`src/rtl/writeback_queue.sv`:
```
// Merges execute and load writeback results into one in-order FIFO and drains one regfile write per cycle.
// Latency: a result accepted at edge N is on the write port during cycle N+1 when the FIFO was empty.
// Backpressure: the drain never stalls. Load takes priority for a free slot, and execute needs a second slot when a load pushes.
// Optional feature: WB_QUEUE_BYPASS_EN enables forwarding of the youngest queued data per source register.
module writeback_queue #(
    parameter int DWIDTH = 32,
    parameter int DEPTH  = 4
) (
    input  logic                         clk,
    input  logic                         rst,
    input  logic                         ex_valid_i,
    output logic                         ex_ready_o,
    input  logic [4:0]                   ex_rd_i,
    input  logic [DWIDTH-1:0]            ex_data_i,
    input  logic                         ld_valid_i,
    output logic                         ld_ready_o,
    input  logic [4:0]                   ld_rd_i,
    input  logic [DWIDTH-1:0]            ld_data_i,
    output logic [4:0]                   rd_o,
    output logic [DWIDTH-1:0]            datawb_o,
    output logic                         regwren_o,
    input  logic [4:0]                   rs1_i,
    input  logic [4:0]                   rs2_i,
    output logic                         rs1_pending_o,
    output logic                         rs2_pending_o,
    output logic [$clog2(DEPTH+1)-1:0]   count_o,
    output logic                         rs1_fwd_valid_o,
    output logic [DWIDTH-1:0]            rs1_fwd_data_o,
    output logic                         rs2_fwd_valid_o,
    output logic [DWIDTH-1:0]            rs2_fwd_data_o
);
    localparam int PW = $clog2(DEPTH);
    localparam int CW = $clog2(DEPTH+1);

    typedef struct packed {
        logic [4:0]        rd;
        logic [DWIDTH-1:0] data;
    } wb_entry_t;

    wb_entry_t       mem [DEPTH];
    logic [PW-1:0]   head;
    logic [PW-1:0]   tail;
    logic [CW-1:0]   count;
    logic [CW-1:0]   free;
    logic            pop;
    logic            ld_need;
    logic            ld_push;
    logic            ex_push;
    logic            rs1_hit;
    logic            rs2_hit;

    // The head always retires this cycle, so its slot is reusable by a push at the same edge.
    assign pop     = (count != '0);
    assign free    = CW'(DEPTH) - count + CW'(pop);
    assign ld_need = ld_valid_i && (ld_rd_i != 5'd0);

    assign ld_ready_o = (free >= CW'(1));
    assign ex_ready_o = ld_need ? (free >= CW'(2)) : (free >= CW'(1));

    assign ld_push = ld_valid_i && ld_ready_o && (ld_rd_i != 5'd0);
    assign ex_push = ex_valid_i && ex_ready_o && (ex_rd_i != 5'd0);

    always_ff @(posedge clk) begin
        if (rst && ld_push)
            mem[tail] <= '{rd: ld_rd_i, data: ld_data_i};
        if (rst && ex_push)
            mem[tail + PW'(ld_push)] <= '{rd: ex_rd_i, data: ex_data_i};
    end

    always_ff @(posedge clk) begin
        if (!rst) begin
            head  <= '0;
            tail  <= '0;
            count <= '0;
        end else begin
            head  <= head + PW'(pop);
            tail  <= tail + PW'(ld_push) + PW'(ex_push);
            count <= count + CW'(ld_push) + CW'(ex_push) - CW'(pop);
        end
    end

    assign count_o   = count;
    assign regwren_o = pop;
    assign rd_o      = pop ? mem[head].rd   : 5'd0;
    assign datawb_o  = pop ? mem[head].data : '0;

    always_comb begin
        logic [PW-1:0] idx;
        idx     = '0;
        rs1_hit = 1'b0;
        rs2_hit = 1'b0;
        for (int k = 0; k < DEPTH; k++) begin
            idx = head + PW'(k);
            if (CW'(k) < count) begin
                if (mem[idx].rd == rs1_i) rs1_hit = 1'b1;
                if (mem[idx].rd == rs2_i) rs2_hit = 1'b1;
            end
        end
    end

    assign rs1_pending_o = (rs1_i != 5'd0) && rs1_hit;
    assign rs2_pending_o = (rs2_i != 5'd0) && rs2_hit;

`ifdef WB_QUEUE_BYPASS_EN
    logic [DWIDTH-1:0] rs1_young;
    logic [DWIDTH-1:0] rs2_young;

    // Scanning oldest to youngest lets the last match win.
    always_comb begin
        logic [PW-1:0] idx;
        idx       = '0;
        rs1_young = '0;
        rs2_young = '0;
        for (int k = 0; k < DEPTH; k++) begin
            idx = head + PW'(k);
            if (CW'(k) < count) begin
                if (mem[idx].rd == rs1_i) rs1_young = mem[idx].data;
                if (mem[idx].rd == rs2_i) rs2_young = mem[idx].data;
            end
        end
    end

    assign rs1_fwd_valid_o = rs1_pending_o;
    assign rs2_fwd_valid_o = rs2_pending_o;
    assign rs1_fwd_data_o  = rs1_pending_o ? rs1_young : '0;
    assign rs2_fwd_data_o  = rs2_pending_o ? rs2_young : '0;
`else
    assign rs1_fwd_valid_o = 1'b0;
    assign rs2_fwd_valid_o = 1'b0;
    assign rs1_fwd_data_o  = '0;
    assign rs2_fwd_data_o  = '0;
`endif

endmodule

```
`config.mk`:
```
export PLATFORM = sky130hd
export DESIGN_NAME = writeback_queue
export DESIGN_NICKNAME = d
export VERILOG_FILES = /design/src/rtl/writeback_queue.sv
export SDC_FILE = /design/constraint.sdc
export NUM_CORES = 1
export LEC_CHECK = 0
export CAP_MARGIN = 20
export CORE_UTILIZATION = 50
export CTS_BUF_LIST = sky130_fd_sc_hd__clkbuf_4 sky130_fd_sc_hd__clkbuf_8
export DETAILED_ROUTE_END_ITERATION = 12
export GPL_TIMING_DRIVEN = 0
export PLACE_DENSITY = 0.78
export SLEW_MARGIN = 20
export SYNTH_ARGS = -nofsm -noshare
export SYNTH_HDL_FRONTEND = slang
export SYNTH_SLANG_ARGS = --single-unit
```
`constraint.sdc`:
```
create_clock -name clk -period 11.5 [get_ports clk]
set_input_delay 2.3 -clock clk [delete_from_list [all_inputs] [get_ports clk]]
set_output_delay 2.3 -clock clk [all_outputs]
set_load 0.01 [all_outputs]
```
port_nets.png
Drawn at 3 px/um.
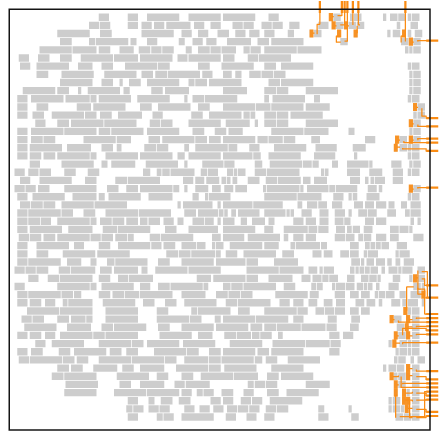
Key: orange = rs2_fwd_data_o [bits 32, direction output, end cells 32, buffers 32, wire 292 um]

final_placement.png
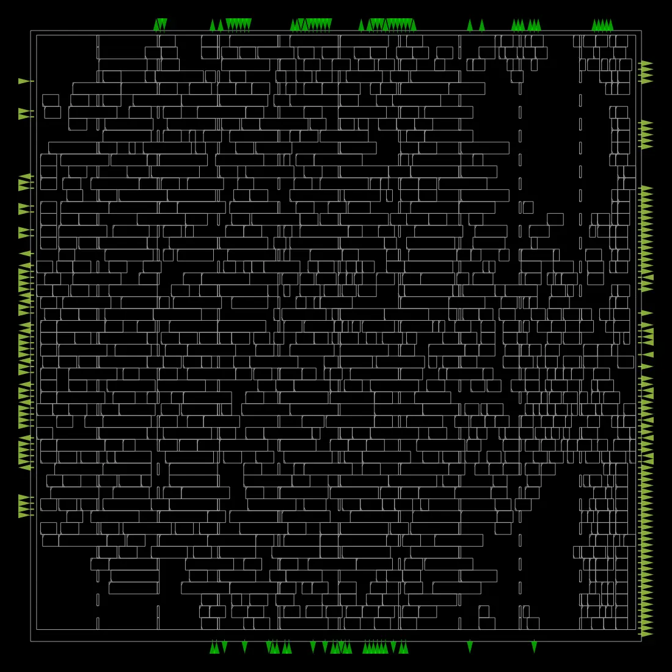
core footprint: 0.0186 mm^2
fin util: 0.636

==> impl_metrics.ini <==
; implementation run metrics
[outcome]
status = finished, final reports clean

[worst_setup_path]
crit_chain = clkdlybuf4s50_1, or4_1, o21a_1, o21ai_2, clkdlybuf4s50_1
crit_family = buffers and inverters
cp_slowest_cell = or4_1
critPathBufInv = 2
end_kind = primary output
reg2regPathDepth = 16
critPathRequiredTime_ns = 9.20
crit_type = in -> out
path_common_cell = clkdlybuf4s50_1
regToRegEndpoint = mem[1][14]$_DFFE_PP_
max_stage_delay_ns = 0.63
startpoint_type = primary input
cp.arrival_ns = 4.49
rr_startpoint = count_o[0]$_SDFF_PN0_
rrSetupSlack_ns = 6.06
cp_max_fo = 5

[timing]
timing.final.setup_violations = 0
rsz0062_at_grt = no
setup_tns_ns = 0
drv_slew = 0
fmax_ghz = 0.147
fin_ws_ns = 4.71
skew_ns = 0.00892
worst_slew_pin_slew_ns = 0.801
max-slew-margin-rel = 0.466
hold_viol = 0
period_minus_slack_ns = 6.79
period_used_share = 0.590

[floorplanning]
rows = 50
ios = 199
die_y_um = 140
chip_area_mm2 = 0.0195
die_x_um = 140
fp_util = 0.509

[clock_network]
clkTransAtPathRegs_ns = 0.08
hold_buffers = 0
clock_latency_ns = 0.46
clock-sinks = 155
clockRootBuffer = clkbuf_8
post-cts-setup-buffer-count = 0
clockBufferDepth = 2
cts_tree = built
h-tree-depth = 4
cts_made_buffers = 17
cts_resized = 0

[cells_and_area]
fillers = 1473
fin_nets = 970
synthToLayoutAreaGrowth_pct = 25.0
fin_area_mm2 = 0.0119
drive_gt1_frac = 0.325
insertedDiodeCount = 0

[place]
dpl_cell_area_mm2 = 0.0114
dp_slack_ns = 4.71
gp_congestion = 0.989
port-buffer-count = 122
dp_hpwl_um = 15200

[drt]
ant_nets = 0
firstDrtPassIters = 5
drtIter0Drc = 285
via_per_inst = 5.35
drc_errors = 0

[job]
maxCapViolCount = 0
warnings = 27

[pwr]
power-per-cell-area_mw_per_mm2 = 212
p_leak_nw = 4.27
vdd_drop_max_v = 0.000108

[grt]
antenna_found_initial = 0
first_global_vias = 5839
grt_max_degree = 23
overflow = 0
grt_pass1_wl_um = 32400

[synth]
topCellsByArea = edfxtp_1 47%, mux2_2 13%, mux4_2 9.7%
ys_ff = 155
synthesis.instances = 660
top_cells_by_count = 148 x edfxtp_1, 110 x mux2_2, 74 x buf_4, 41 x mux4_2, 40 x mux2_1
ys_area_mm2 = 0.00949
syn_area_mm2 = 0.00949
yosys_warnings = 0
synth_stat.cells = 660
ff_type = edfxtp_1
avgSynthCellArea_um2 = 14.4
async_flop_share = 0
synth-edff-count = 148
synth_dominant_cell_count = edfxtp_1
synth_seq_share = 0.483
largest_area_cell = edfxtp_1
top_cell_area_share = 0.468
synth_cell_types = 48

[worst_hold_path]
hold_class = reg -> reg
min_delay_path_depth = 2
whs_endpoint = head[0]$_SDFF_PN0_
hold_start = head[0]$_SDFF_PN0_
metal_stack.png
Drawn at 3 px/um. Only two layers are drawn.
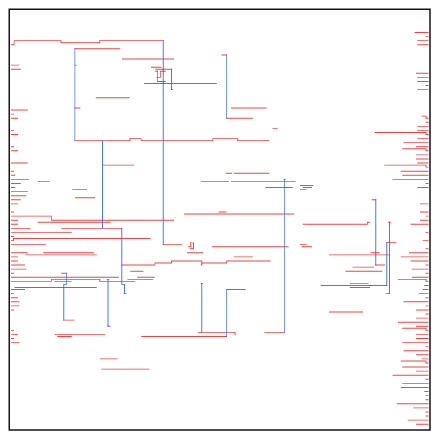
Key: red = met3 [wire length 1,490 um]; blue = met4 [wire length 357 um]
Vias: 5,984
GR Util All Layers: 0.222
drt total wl: 21,100 um
WL per Instance: 18.9 um

registers.png
Drawn at 4 px/um.
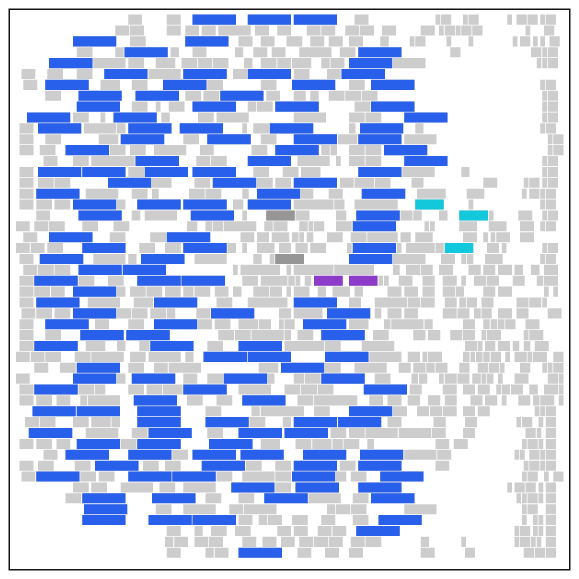
Key: purple = head [sequential cells 2]; blue = mem [sequential cells 148]; cyan = count_o [sequential cells 3]
Another 2 sequential cells are not colored.
sequential group power: 0.000813 W
sequential share of cell area: 0.386
register area: 0.00458 mm^2

report_power, final:
part           total (W)  switching [W]  leakage (nW)  internal (W)
clock           0.000441       0.000206         0.211      0.000236
combinational    0.00126       0.000618          2.64      0.000646
sequential      0.000813      0.0000419          1.41      0.000771
area by class of cell:
| type | count | area (um^2) | share of cell area |
|---|---|---|---|
| tap | 234 | 293 | 0.0247 |
| sequential | 155 | 4580 | 0.386 |
| clock inverter | 13 | 176 | 0.0149 |
| buffer | 108 | 728 | 0.0614 |
| inverter | 12 | 45.0 | 0.00380 |
| timing repair buffer | 128 | 1390 | 0.117 |
| clock buffer | 18 | 241 | 0.0204 |
| multi-input combinational | 450 | 4410 | 0.372 |
layout by cell type, fill, tap and decap left out, drive strengths merged, types with 2 or more instances in the layout:
cell type	n
xor2	26
fa	2
edfxtp	148
xnor2	24
buf	98
or4	5
ha	8
bufinv	4
nor2	9
nand4	2
nor2b	33
o22a	2
clkinv	8
a21o	2
conb	66
mux2i	27
clkdlybuf4s50	122
o31ai	2
mux4	41
nand3	6
nand2	6
mux2	150
nor3	9
clkbuf	34
inv	12
o211ai	4
and2	9
nor4	2
dfxtp	7
o21ai	4
layer usage:
layer,vias to the layer above,GRT usage,part of all wire
met5,-,0,0
li1,2788,-,-
met3,33,0.0533,0.071
met4,0,0.0775,0.017
met2,261,0.374,0.49
met1,2902,0.280,0.42
worst register-to-register path, stage by stage, from the launching register on:
cell,delay [ns]
dfxtp_1,0.37
nor3_2,0.64
clkbuf_1,0.68
ha_1,0.28
inv_1,0.05
ha_1,0.18
xor2_1,0.13
nor2_1,0.10
a21boi_0,0.52
ha_1,0.32
xnor2_1,0.22
nand3_1,0.12
nor2_1,0.20
buf_4,0.27
buf_4,0.24
a21o_2,0.59
buf_16,0.24
logic make-up after synthesis:
logic type / share of synthesized area
AND/OR/NAND/NOR: 0.0521
other: 0.000395
multiplexers: 0.304
buffers and inverters: 0.0815
adder cells (fa/ha/maj): 0.0148
XOR/XNOR: 0.0461
flip-flops: 0.483
AND-OR/OR-AND: 0.0182
through the flow:
step	power, W	hold WS [ns]	std cells
after floorplan	0.00160	0.656	725
after global placement	0.00204	0.715	1081
after detailed placement	0.00209	0.738	1087
after CTS	0.00253	0.753	1118
after global routing	0.00264	0.780	1118
final	0.00252	0.740	1118
worst max-delay path by stage:
stage               startpoint                   to  slack (ns)  cells after the start
detailed placement  ld_rd_i[0]           ex_ready_o        4.71                      5
floorplan           ld_rd_i[0]  mem[3][0]$_DFFE_PP_        5.45                      7
CTS                 ld_rd_i[0]           ex_ready_o        4.70                      5
global route        ld_rd_i[0]           ex_ready_o        4.65                      5
global placement    ld_rd_i[0]  mem[3][8]$_DFFE_PP_        3.12                      8
finish              ld_rd_i[0]           ex_ready_o        4.71                      5
state kept, by name, indices dropped and copies added, names as in the netlist:
signal	cells
count_o	3
head	2
mem	148
tail	2
Power figures rest on the tool's default switching activity, not on a simulated workload.
